Run 1, M4 wires:
Scale bar: 50 µm.
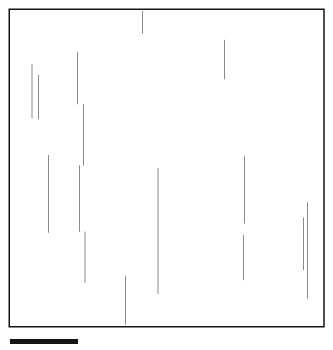
Run 1, routed metal, one color a layer:
Scale bar: 50 µm.
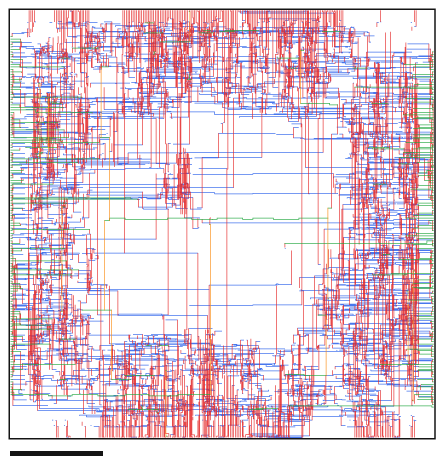
Run 1, placement view:
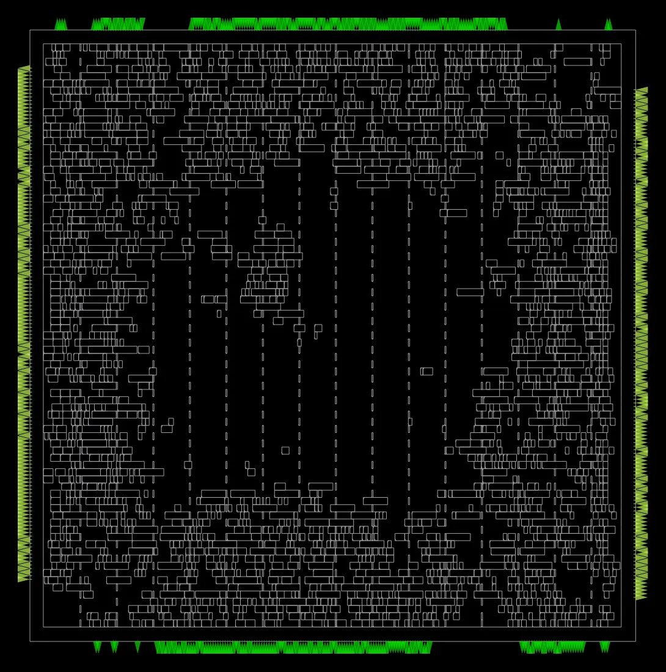
Design data_mem_arbiter, sky130hd; sources not shown.
==> impl_metrics.toml, run 1 <==
# physical design summary
[outcome]
outcome = "finished, violations left"
violations = "setup timing"

[route]
dr_wl_met2_um = 24800
vias_per_cell = 4.21
drtIter0Drc = 629
antenna_left = 0
wl_met1_um = 20300
met3WireLength_um = 2850
highest_layer = "met4"
drc = 0
first_pass_iters = 5

[flow_run]
warnings = 29
drv_cap = 0

[power]
p_comb_frac = 0.317
share_seq_of_total_power = 0.484
intPower_uw = 7030
clkPwrFrac = 0.198
p_sw_uw = 3520
switching_share = 0.333
ir_worst_vdd_uv = 301
power_density_nw_per_um2 = 581
p_leak_uw = 0.00862

[grt]
grt_pass1_wl_um = 71700
grt.overflow.total = 0
antenna_found_initial = 6
grt_start_max_net_pins = 53
grt_pass1_vias = 12100

[timing]
finalSetupViolCount = 203
finalClockPeriodUsage = 1.49
setup_ws_ps = -977
rsz0062_at_grt = "yes"
slew_headroom = 0.476
tightestPinTransition_ps = 786
max_clock_freq_ghz = 0.336
fin_tns_setup_ps = -145140
fin_crit_ps = 2980
fin_worst_skew_ps = 22.1
maxSlewViolCount = 0
hold_violations = 0

[place]
dp_hpwl_um = 37000
port_buffers = 528
post-place-cells = 2683
placed_area_um2 = 17000
gp_congestion = 0.903
place_ws_ps = -2260

[worst_setup_path]
cp.required_ps = 1500
cp-end-kind = "primary output"
r2r_cells = 9
worstPathArrival_ps = 2480
cp_max_fo = 6
cp-start-kind = "flip-flop"
crit_type = "flip-flop to primary output"
reg2reg_setup_slack_ps = 50

[floorplanning]
initial_utilization = 0.222
ios = 590
coreArea_um2 = 48100
fp-row-count = 81
fp.dieW_um = 229
dieHeight_um = 231
die_area_um2 = 52900

[logic_synthesis]
synth_warnings = 0
synth.avg_cell_area_um2 = 7.26
ys_chip_area_um2 = 10700
syn_inst = 1472
netlist_area_um2 = 10700
synth_cell_types = 22
ys_cells = 1472
ys_seq_frac = 0.464
ys.flops = 198

[final_layout]
final_layout_size_suffix_gt1_frac = 0.247
fin_nets = 2460
area_growth_pct = 69.9
fillers = 5076
fin_cells = 2775
final_area_um2 = 18200

[clocking]
clkLatencyLatePin_ps = 650
htreeDepth = 4
numClockSinks = 198
clkTransAtPathRegs_ps = 170
numCtsBuffers = 17
cts_tree = "built"
cts_max_path_buffers = 2
cts-root-buf = "clkbuf_4"

[hold_path]
hold_class = "input port to flip-flop"
holdPathStages = 3
## Picture notes: 'M4 wires'
longest straight run: 91.8 µm
nets with wire on the layer: 9
wire length on this layer: 658 µm
main direction: vertical
via count: 11700
routed wire length: 48600 µm

## Picture notes: 'routed metal, one color a layer'
legend:
  green:
    layer: M3
    wire_length: 2850 µm
  orange:
    layer: M4
    wire_length: 658 µm
  blue:
    layer: M1
    wire_length: 20.3 mm
  red:
    layer: M2
    wire_length: 24.8 mm
WL/cell: 17.5 µm
global-route usage over all layers: 0.180

## Picture notes: 'placement view'
seq_cells: 198
Tap Cells: 622

## run 1: logic make-up (layout without fill, tap and decap cells)
| family | Yosys count | count (layout) | synth area share |
|---|---|---|---|
| simple gates | 908 | 908 | 0.353 |
| buf+inv | 293 | 908 | 0.133 |
| flops | 198 | 198 | 0.464 |
| compound gates | 72 | 72 | 0.0502 |
| other cells | 1 | 67 | 0.000351 |
## run 1: per-layer routing
layer	vias to the layer above	GRT usage
met1	5543	0.210
met3	32	0.0461
met5	-	-
met2	391	0.310
li1	5708	-
met4	0	0.0468
## run 1: final cells by class
cell class | instances | area (µm²) | share of cell area
Antenna cell | 6 | 15.0 | 0.000827
Buffer | 148 | 1220 | 0.0673
Clock buffer | 21 | 158 | 0.00868
Clock inverter | 11 | 85.1 | 0.00468
Inverter | 143 | 539 | 0.0297
Multi-Input combinational cell | 1041 | 5050 | 0.278
Sequential cell | 198 | 4960 | 0.273
Tap cell | 622 | 778 | 0.0428
Timing Repair Buffer | 585 | 5360 | 0.295
## run 1: power by group through the flow
stage	clock network, µW	logic (µW)	registers [µW]
6_report	2090	3350	5110
3_5_place_dp	0	2980	5180
5_1_grt	2380	3740	5190
3_3_place_gp	0	2930	5170
2_1_floorplan	0	1690	5090
4_1_cts	2250	3170	5110
## run 1: per-stage QoR
| step | utilization | hold WS [ps] | power [µW] |
|---|---|---|---|
| floorplan | - | 204 | 6780 |
| global placement | 0.353 | 464 | 8090 |
| detailed placement | 0.354 | 465 | 8160 |
| CTS | 0.369 | -301 | 10500 |
| global route | 0.377 | 292 | 11300 |
| finish | 0.377 | 374 | 10600 |
## run 1: synthesized netlist by cell type, drive strengths merged
cell type	number	area share
nand2	537	0.19
nor2	244	0.089
dfrtp	197	0.46
inv	143	0.050
buf	110	0.069
o211ai	69	0.048
nand3b	64	0.045
nand3	62	0.029
clkbuf	40	0.014
o21ai	2	0.0013
a21oi	1	0.00047
conb	1	0.00035
dfstp	1	0.0025
nor3	1	0.00047
## run 1: worst max-delay path, stage by stage, from the launching register on
cell	delay, ps
dfrtp_1	460
nor2_4	170
nand2_2	60
nor2_1	80
nand2_1	90
nor2_4	170
nand3_4	130
buf_6	160
buf_12	140
buf_12	150
nor2_2	70
buf_2	130
## run 1: cell usage in the layout, fill, tap and decap left out, types with 5 or more instances in the layout
master,count
nand2_1,531
clkdlybuf4s50_1,324
dfrtp_1,197
buf_2,168
nor2_1,141
inv_1,137
buf_4,104
o211ai_1,69
nand3b_1,64
conb_1,61
nand3_1,60
buf_6,59
nor2_2,54
nor2_4,49
clkbuf_4,27
clkbuf_1,21
buf_8,13
buf_12,8
buf_16,8
clkbuf_16,7
diode_2,6
nand2_2,6
inv_2,5
clkbuf_2,5
dlygate4sd3_1,5
## run 1: repair_timing
| action | 4_1_cts | 5_1_grt |
|---|---|---|
| buffers inserted | 24 | 14 |
| hold endpoints to repair | 147 | 48 |
| hold buffers | 5 | 6 |
| cloned | 5 | 4 |
| gates resized | 693 | 479 |
| setup endpoints to repair | 399 | 385 |
| pin swaps | 13 | 19 |
## Run 2: what changed since run 1
--- a/config.mk
+++ b/config.mk
@@ -10,7 +10,6 @@
 export CELL_PAD_IN_SITES_DETAIL_PLACEMENT = 0
 export CELL_PAD_IN_SITES_GLOBAL_PLACEMENT = 1
 export CORE_AREA = 5 5 224 226
-export CTS_BUF_LIST = sky130_fd_sc_hd__clkbuf_4
 export DETAILED_ROUTE_END_ITERATION = 6
 export DIE_AREA = 0 0 229 231
 export GPL_TIMING_DRIVEN = 0
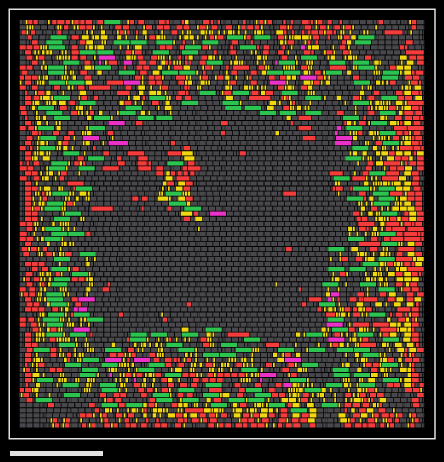
Run 2: cells colored by class
Scale bar: 50 µm. Fill, decap, tap and diode cells in gray.
legend:
  green:
    class: registers
    cells: 198
    share_of_their_area: 26%
  magenta:
    class: clock drivers and dummy loads
    cells: 32
    share_of_their_area: 2.9%
  red:
    class: remaining buffers and delay cells
    cells: 757
    share_of_their_area: 40%
  yellow:
    class: remaining logic cells
    cells: 1184
    share_of_their_area: 32%
row count: 81
core area: 48100 µm²
sequential share of cell area: 0.247
Final Util: 0.417

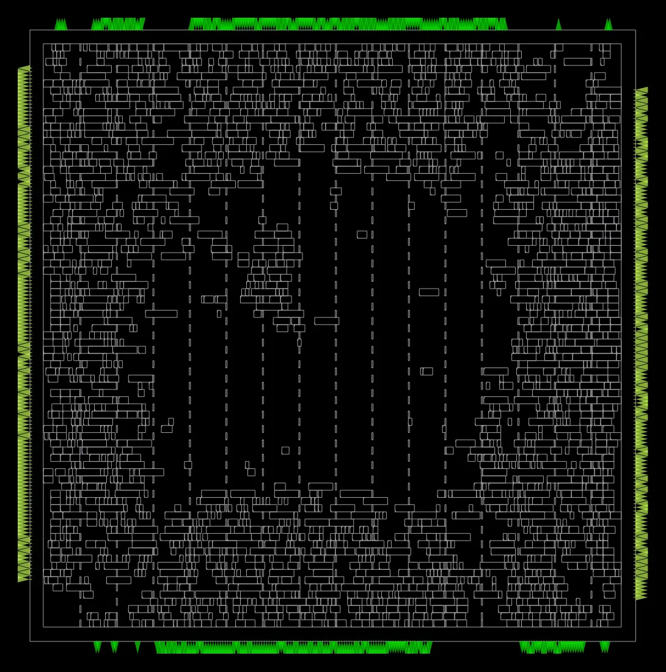
Run 2: placement view
Non-Filler Instances: 2798
Fillers: 4797

==> run 2 against run 1 <==
  * The run still ends with setup timing left
  * Cell area increased by 11%
  * Sequential cell count unchanged
  * Sequential power about the same
  * Non-clock buffer count increased by 24
  * Clock power increased by 66%
  * Via count increased by 2.0%
  * Critical endpoint unchanged
  * Largest cell class unchanged
  * Highest routed layer unchanged
==> impl_metrics.toml, run 2 <==
# physical design summary
[power]
switching_share = 0.311
share_seq_of_total_power = 0.423
p_leak_uw = 0.00915
ir_worst_vdd_uv = 494
power_density_nw_per_um2 = 602
intPower_uw = 8330
p_comb_frac = 0.290
p_sw_uw = 3760
clkPwrFrac = 0.287
power_uw = 12100

[route]
antenna_left = 0
vias_per_cell = 4.26
wire_per_inst_um = 18.2
first_pass_iters = 5
drc = 0
vias = 11900
drtIter0Drc = 640
routed_wirelength_um = 50800

[place]
gp_congestion = 0.903
dp_hpwl_um = 37000
port_buffers = 528

[timing]
rsz0062_at_grt = "yes"
fin_worst_skew_ps = 12.4
fin_crit_ps = 2810
slew_headroom = 0.433
hold_violations = 0
max_clock_freq_ghz = 0.356
finalClockPeriodUsage = 1.41
tightestPinTransition_ps = 851
finalSetupViolCount = 203
maxSlewViolCount = 0
whs_ps = 14.6
setup_ws_ps = -811

[logic_synthesis]
post-synth-top-count-cell = "nand2_1"
ys_cells = 1472
ff_type = "dfrtp_1"
synth_cell_types = 22
syn_inst = 1472
ys_chip_area_um2 = 10700
ys.flops = 198
netlist_area_um2 = 10700
synth-edff-count = 0
synth.avg_cell_area_um2 = 7.26
netlist.area_leader.share = 0.461
topCellsByArea = "dfrtp_1 (46%), nand2_1 (19%), nor2_1 (8.1%)"
top_area_cell = "dfrtp_1"
synth_warnings = 0
ys_seq_frac = 0.464
netlist_top_cells_count = "nand2_1 (537), nor2_1 (231), dfrtp_1 (197)"
synthArstFlopShare = 1.00

[grt]
grt.overflow.total = 0
antenna_found_initial = 5
grt_pass1_wl_um = 71900
grt.total_usage = 0.180
grt_start_max_net_pins = 52
grt_pass1_vias = 12100

[outcome]
outcome = "finished, violations left"
violations = "setup timing"

[clocking]
numCtsBuffers = 17
clkLatencyLatePin_ps = 470
clkTransAtPathRegs_ps = 70
cts_max_path_buffers = 2
htreeDepth = 4
cts-root-buf = "clkbuf_16"
numClockSinks = 198
cts_tree = "built"

[hold_path]
hold_class = "input port to asynchronous set/reset pin"

[worst_setup_path]
r2r_cells = 9
cp_max_fo = 6
cp.required_ps = 1500
cp-end-kind = "primary output"
crit_type = "flip-flop to primary output"
worstPathArrival_ps = 2310
cp-start-kind = "flip-flop"
reg2reg_setup_slack_ps = 10

[final_layout]
final_common_cell = "nand2_1"
final_cell_mix = "nand2_1 (534), clkdlybuf4s50_1 (324), dfrtp_1 (196)"
area_growth_pct = 87.9
final_layout_size_suffix_gt1_frac = 0.282
fin_nets = 2484

[floorplanning]
dieHeight_um = 231
die_area_um2 = 52900
initial_utilization = 0.222
fp.dieW_um = 229
ios = 590

[flow_run]
drv_cap = 0
warnings = 28
## run 2: critical path, stage by stage (launching register included)
cell     delay (ps)
dfrtp_1         370
inv_2            80
nor2_4          160
nand2_1          80
nor2_1          100
nand2_1          90
nor2_4          170
nand3_4         130
buf_6           160
buf_12          140
buf_12          150
nor2_2           70
buf_2           130
## run 2: layout make-up
type / count / area [µm²] / share of cell area
Antenna cell: 5 / 12.5 / 0.000623
Buffer: 147 / 1300 / 0.0649
Clock buffer: 25 / 495 / 0.0247
Clock inverter: 7 / 70.1 / 0.00349
Inverter: 143 / 547 / 0.0272
Multi-Input combinational cell: 1041 / 5570 / 0.277
Sequential cell: 198 / 4960 / 0.247
Tap cell: 622 / 778 / 0.0387
Timing Repair Buffer: 610 / 6360 / 0.317
## run 2: power groups by stage
| stage | clock network [µW] | logic [µW] | registers, µW |
|---|---|---|---|
| final | 3470 | 3500 | 5120 |
| after global routing | 3760 | 3890 | 5200 |
| after CTS | 3570 | 3170 | 5120 |
| after detailed placement | 0 | 2980 | 5180 |
| after global placement | 0 | 2930 | 5170 |
| after floorplan | 0 | 1690 | 5090 |
## run 2: per-stage QoR
| step | setup WS [ps] | instances | utilization | setup TNS (ps) | instance area [µm²] |
|---|---|---|---|---|---|
| 3_5_place_dp | -2260 | 2683 | 0.354 | -579370 | 17000 |
| 3_3_place_gp | -9390 | 2682 | 0.353 | -4613420 | 17000 |
| 6_report | -811 | 2798 | 0.417 | -110620 | 20100 |
| 5_1_grt | -970 | 2798 | 0.417 | -135860 | 20100 |
| 4_1_cts | -842 | 2745 | 0.376 | -140690 | 18100 |
| 2_1_floorplan | 88.8 | 1532 | - | 0 | 10900 |
## run 2: cell families (layout without fill, tap and decap cells)
logic type      after synthesis  after routing  synth area share
compound gates               72             72            0.0502
flops                       198            198             0.464
other cells                   1             66          0.000351
buf+inv                     293            932             0.133
simple gates                908            908             0.353
## run 2: layer usage
| metal | vias to the layer above | track usage | share of wire |
|---|---|---|---|
| met4 | 0 | 0.0427 | 0.021 |
| met1 | 5656 | 0.212 | 0.41 |
| met2 | 420 | 0.308 | 0.51 |
| met5 | - | - | 0 |
| met3 | 52 | 0.0497 | 0.056 |
| li1 | 5780 | - | - |
## run 2: what timing repair did
action | 4_1_cts | 5_1_grt
resized | 735 | 695
endpoints found under the hold margin | 48 | 0
gates cloned | 8 | 17
setup endpoints to repair | 399 | 383
hold buffers | 3 | 0
pin swaps | 16 | 12
setup buffers | 22 | 33
Power and IR drop assume default switching activity.
